**config.mk**
```make
export PLATFORM = sky130hd
export DESIGN_NAME = sdram_read_streamer
export DESIGN_NICKNAME = d
export VERILOG_FILES = /design/src/rtl/sdram_stream_pkg.sv /design/src/rtl/sdram_stream_fifo.sv /design/src/rtl/sdram_read_streamer.sv
export SDC_FILE = /design/constraint.sdc
export NUM_CORES = 1
export LEC_CHECK = 0
export CAP_MARGIN = 20
export CORE_MARGIN = 2
export CORE_UTILIZATION = 55
export CTS_CLUSTER_DIAMETER = 60
export CTS_CLUSTER_SIZE = 12
export DETAILED_ROUTE_END_ITERATION = 12
export MAX_ROUTING_LAYER = met4
export PLACE_DENSITY = 0.76
export SLEW_MARGIN = 20
export SYNTH_ARGS = -nofsm -noshare
export SYNTH_HDL_FRONTEND = slang
export SYNTH_HIERARCHICAL = 1
export SYNTH_SLANG_ARGS = --single-unit
```
**constraint.sdc**
```tcl
create_clock -name clk -period 4.5 [get_ports clk]
set_input_delay 0.9 -clock clk [delete_from_list [all_inputs] [get_ports clk]]
set_output_delay 0.9 -clock clk [all_outputs]
set_load 0.05 [all_outputs]
```
**src/rtl/sdram_stream_pkg.sv**
```systemverilog
// Shared types and constants for the SDRAM read streamer.
package sdram_stream_pkg;

    localparam int ADDR_W = 25;
    localparam int DATA_W = 16;

    typedef enum logic [1:0] {
        IDLE  = 2'd0,
        ISSUE = 2'd1,
        DRAIN = 2'd2
    } stream_state_t;

    // Fixed fields of every read command pushed to the controller
    localparam logic              CMD_IS_WRITE   = 1'b0;
    localparam logic [1:0]        CMD_WRITE_MASK = 2'b11;
    localparam logic [DATA_W-1:0] CMD_WRITE_DATA = '0;

    // Word address increment, wrapping modulo 2^ADDR_W
    function automatic logic [ADDR_W-1:0] addr_inc(input logic [ADDR_W-1:0] a);
        return a + ADDR_W'(1);
    endfunction

endpackage

```
**src/rtl/sdram_stream_fifo.sv**
```systemverilog
// Show-ahead synchronous FIFO: the head word is visible on dout whenever
// the FIFO is non-empty, so a word pushed on one edge is presented the
// very next cycle. Push and pop together are legal at any occupancy.
module sdram_stream_fifo
    import sdram_stream_pkg::*;
#(
    parameter int DEPTH = 64,
    parameter int WIDTH = DATA_W
) (
    input  logic                     clk,
    input  logic                     rst,
    input  logic                     push,
    input  logic [WIDTH-1:0]         din,
    input  logic                     pop,
    output logic [WIDTH-1:0]         dout,
    output logic                     empty,
    output logic                     full,
    output logic [$clog2(DEPTH):0]   count
);

    localparam int AW = $clog2(DEPTH);
    localparam logic [AW:0] FULL_COUNT = (AW + 1)'(DEPTH);

    logic [WIDTH-1:0] mem [DEPTH];
    logic [AW-1:0]    wr_ptr_reg;
    logic [AW-1:0]    rd_ptr_reg;
    logic [AW:0]      count_reg;
    logic             do_push;
    logic             do_pop;

    // Pop on empty is dropped; push on full only lands if a pop frees the slot
    always_comb begin
        do_pop  = pop & (count_reg != '0);
        do_push = push & ((count_reg != FULL_COUNT) | do_pop);
    end

    // Storage array, no reset needed on the data itself
    always_ff @(posedge clk) begin
        if (do_push) begin
            mem[wr_ptr_reg] <= din;
        end
    end

    // Pointer and occupancy bookkeeping
    always_ff @(posedge clk) begin
        if (rst) begin
            wr_ptr_reg <= '0;
            rd_ptr_reg <= '0;
            count_reg  <= '0;
        end else begin
            if (do_push) begin
                wr_ptr_reg <= wr_ptr_reg + AW'(1);
            end
            if (do_pop) begin
                rd_ptr_reg <= rd_ptr_reg + AW'(1);
            end
            unique case ({do_push, do_pop})
                2'b10:   count_reg <= count_reg + (AW + 1)'(1);
                2'b01:   count_reg <= count_reg - (AW + 1)'(1);
                default: count_reg <= count_reg;
            endcase
        end
    end

    assign dout  = mem[rd_ptr_reg];
    assign empty = (count_reg == '0);
    assign full  = (count_reg == FULL_COUNT);
    assign count = count_reg;

endmodule

```
**src/rtl/sdram_read_streamer.sv**
```systemverilog
// Streams a (base, length) block out of SDRAM: issues sequential read
// commands into the controller command FIFO, bounded by a credit count so
// that every read in flight is guaranteed a slot in the response FIFO, and
// presents the returned words as a valid/ready stream.
module sdram_read_streamer
    import sdram_stream_pkg::*;
#(
    parameter int DEPTH = 64,
    parameter int LEN_W = 25
) (
    input  logic              clk,
    input  logic              rst,
    input  logic              start,
    input  logic [ADDR_W-1:0] baseAddr,
    input  logic [LEN_W-1:0]  length,
    output logic              busy,
    output logic              done,
    output logic              cmdWrite,
    input  logic              cmdFull,
    output logic              cmdIsWrite,
    output logic [ADDR_W-1:0] cmdAddress,
    output logic [1:0]        cmdWriteMask,
    output logic [DATA_W-1:0] cmdWriteData,
    input  logic              readValid,
    input  logic [ADDR_W-1:0] raddr,
    input  logic [DATA_W-1:0] rdata,
    output logic              outValid,
    input  logic              outReady,
    output logic [DATA_W-1:0] outData,
    output logic              outLast,
    output logic              seqError
);

    localparam int CW = $clog2(DEPTH) + 1;
    localparam logic [CW-1:0] CREDIT_MAX = CW'(DEPTH);

    stream_state_t     state_reg;
    stream_state_t     state_next;
    logic [ADDR_W-1:0] issue_addr_reg;
    logic [ADDR_W-1:0] exp_addr_reg;
    logic [LEN_W-1:0]  issue_left_reg;
    logic [LEN_W-1:0]  pop_left_reg;
    logic [CW-1:0]     outstanding_reg;
    logic              seq_error_reg;
    logic              zero_done_reg;

    logic              start_ok;
    logic              capture;
    logic              pop;
    logic              last_pop;
    logic              error_now;
    logic [CW-1:0]     credits;
    logic              fifo_empty;
    logic              fifo_full;
    logic [CW-1:0]     fifo_count;

    // Credits are whatever the response FIFO could still absorb once every
    // read in flight has landed; issuing only with a credit in hand means
    // the FIFO never overflows even though the read port has no backpressure.
    always_comb begin
        start_ok  = (state_reg == IDLE) & start;
        credits   = CREDIT_MAX - outstanding_reg - fifo_count;
        capture   = readValid & (state_reg != IDLE) & (outstanding_reg != '0);
        pop       = ~fifo_empty & outReady;
        last_pop  = pop & (pop_left_reg == LEN_W'(1));
        error_now = (readValid & ((state_reg == IDLE) | (outstanding_reg == '0)))
                  | (capture & (raddr != exp_addr_reg))
                  | (capture & fifo_full & ~pop);
    end

    // FSM state register
    always_ff @(posedge clk) begin
        if (rst) begin
            state_reg <= IDLE;
        end else begin
            state_reg <= state_next;
        end
    end

    // FSM next state and command strobe
    always_comb begin
        state_next = state_reg;
        cmdWrite   = 1'b0;
        unique case (state_reg)
            IDLE: begin
                if (start_ok && (length != '0)) begin
                    state_next = ISSUE;
                end
            end
            ISSUE: begin
                cmdWrite = (credits != '0) & ~cmdFull;
                if (cmdWrite && (issue_left_reg == LEN_W'(1))) begin
                    state_next = DRAIN;
                end
            end
            DRAIN: begin
                if (last_pop) begin
                    state_next = IDLE;
                end
            end
            default: state_next = IDLE;
        endcase
    end

    // Issue-side address and remaining-count tracking
    always_ff @(posedge clk) begin
        if (rst) begin
            issue_addr_reg <= '0;
            issue_left_reg <= '0;
        end else if (start_ok) begin
            issue_addr_reg <= baseAddr;
            issue_left_reg <= length;
        end else if (cmdWrite) begin
            issue_addr_reg <= addr_inc(issue_addr_reg);
            issue_left_reg <= issue_left_reg - LEN_W'(1);
        end
    end

    // Return-side expected address and words still to deliver
    always_ff @(posedge clk) begin
        if (rst) begin
            exp_addr_reg <= '0;
            pop_left_reg <= '0;
        end else if (start_ok) begin
            exp_addr_reg <= baseAddr;
            pop_left_reg <= length;
        end else begin
            if (capture) begin
                exp_addr_reg <= addr_inc(exp_addr_reg);
            end
            if (pop) begin
                pop_left_reg <= pop_left_reg - LEN_W'(1);
            end
        end
    end

    // Reads issued but not yet returned
    always_ff @(posedge clk) begin
        if (rst) begin
            outstanding_reg <= '0;
        end else begin
            unique case ({cmdWrite, capture})
                2'b10:   outstanding_reg <= outstanding_reg + CW'(1);
                2'b01:   outstanding_reg <= outstanding_reg - CW'(1);
                default: outstanding_reg <= outstanding_reg;
            endcase
        end
    end

    // Sticky sequencing error; a fresh error in the start cycle wins over the clear
    always_ff @(posedge clk) begin
        if (rst) begin
            seq_error_reg <= 1'b0;
        end else if (error_now) begin
            seq_error_reg <= 1'b1;
        end else if (start_ok) begin
            seq_error_reg <= 1'b0;
        end
    end

    // Zero-length requests complete immediately with a delayed done pulse
    always_ff @(posedge clk) begin
        if (rst) begin
            zero_done_reg <= 1'b0;
        end else begin
            zero_done_reg <= start_ok & (length == '0);
        end
    end

    sdram_stream_fifo #(
        .DEPTH (DEPTH),
        .WIDTH (DATA_W)
    ) u_fifo (
        .clk   (clk),
        .rst   (rst),
        .push  (capture),
        .din   (rdata),
        .pop   (pop),
        .dout  (outData),
        .empty (fifo_empty),
        .full  (fifo_full),
        .count (fifo_count)
    );

    assign busy         = (state_reg != IDLE);
    assign done         = zero_done_reg | last_pop;
    assign cmdIsWrite   = CMD_IS_WRITE;
    assign cmdAddress   = issue_addr_reg;
    assign cmdWriteMask = CMD_WRITE_MASK;
    assign cmdWriteData = CMD_WRITE_DATA;
    assign outValid     = ~fifo_empty;
    assign outLast      = ~fifo_empty & (pop_left_reg == LEN_W'(1));
    assign seqError     = seq_error_reg;

endmodule

```
==> images/route_heat.png <==
The die is cut into 30 by 30 equal tiles; black is low, pale yellow is high, scaled to the fullest tile. Values are wire area over tile area, all layers added.
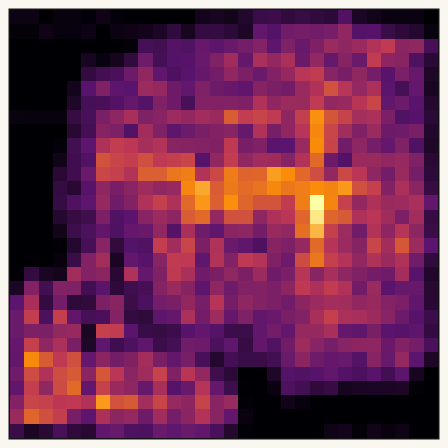
emptiest ninth of the die = north-west
fullest tile = 0.74
nearly empty tiles = 13%
tiles over half the peak = 14%
mean over tiles = 0.22
routed length per instance: 28.07 um
overall fraction of global-route tracks in use: 0.2681
Post-Route WL: 115200 um

==> images/m3.png <==
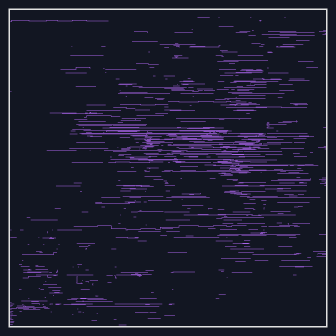
longest straight run = 136 um
main direction = horizontal
nets with wire on the layer = 375
routed vias: 26290
met3 layer usage reported by global route: 0.04718

==> images/placed.png <==
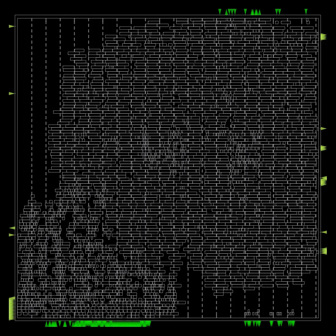
sequential cell count of the final layout: 1160
num tapcells: 1144
cell row count: 107
Seq area share: 0.6212
Post-Route Utilization: 0.6331

==> images/ff_map.png <==
Other sequential cells in the stronger grey, the rest of the logic in the fainter grey.
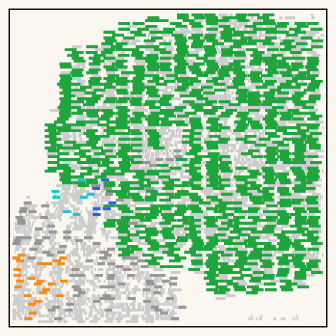
`u_fifo/count` -> cyan  # flops 7, where west
`u_fifo/rd_ptr_reg` -> blue  # flops 6
`u_fifo/mem` -> green  # flops 1024, where all over the die
`issue_left_reg` -> orange  # flops 25, where south-west
Power Sequential: 11.9 mW
FF+latch area: 33490 um2

==> images/port_trees.png <==
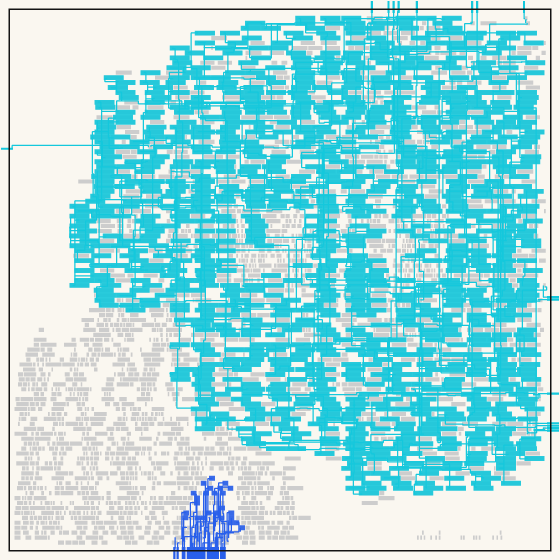
`rdata` -> cyan  # bits 16, direction input, edge 8 north, 7 east, 1 west, end cells 1024, buffers 25, wire 15600 um
`raddr` -> blue  # bits 25, direction input, edge south, end cells 25, buffers 25, wire 736 um

==> metrics.yaml <==
status: "complete, no violations"
dp_cells: 3940
post_cts_resize_count: 19
simple_gate_share: 0.05209
max_stage_delay_ps: 510
cts_htree_levels: 3
worst_hold_path_type: "flip-flop to flip-flop"
adder_cell_area_share_of_the_yosys_netlist: 0.009224
timing.reg2reg.worst_path_depth: 18
netlist_instances: 2643
design.portCount: 163
p_comb_mw: 1.29
drtIter0Drc: 2813
timing.rr.start: "outstanding_reg[2]$_SDFFE_PP0P_"
post-synth-top-count-cell: "edfxtp_1"
yosys-stat-cells: 2643
critical_path.cell_chain: "buf_4, bufbuf_16, mux4_2, mux2i_1, o22ai_1, nor3_1, buf_4, o221ai_1, buf_4"
clkLatencyLatePin_ps: 710
finalWeightedCongestion: 0.9546
clkbuf_count: 143
ys_sh_xor: 0.02097
setup-violations-final: 0
core_area_um2: 85150
via_count_of_the_first_global_routing_pass: 26380
lay_top_cells: "1024 x edfxtp_1, 267 x mux4_2, 159 x buf_4"
setup_repair_after_global_routing_missed_its_margin: "false"
total_power_mw: 21.55
regMostFlops: "u_fifo/mem"
hold_viol: 0
synth-compound-area-share: 0.04172
sh_comb_area: 0.2419
port-buffer-count: 143
chipHeight_um: 297.0
critical_path.endpoint_type: "output port"
synth-main-ff-cell: "edfxtp_1"
global_route.usage.met2: 0.4322
combGateArea_um2: 13040
hold_path_startpoint: "seqError$_SDFFE_PP0P_"
multiInputCombCellCount: 1312
antenna_violations_before_repair: 0
signal_buffer_area_fraction: 0.04976
firstDrtPassIters: 5
design.die.area_um2: 88180
finalClockPeriodUsage: 0.9870
inv_count: 35
data_required_critical_path_ps: 3600
synth.largest_area_cell: "edfxtp_1"
drc: 0
Power figures rest on the tool's default switching activity, not on a simulated workload.
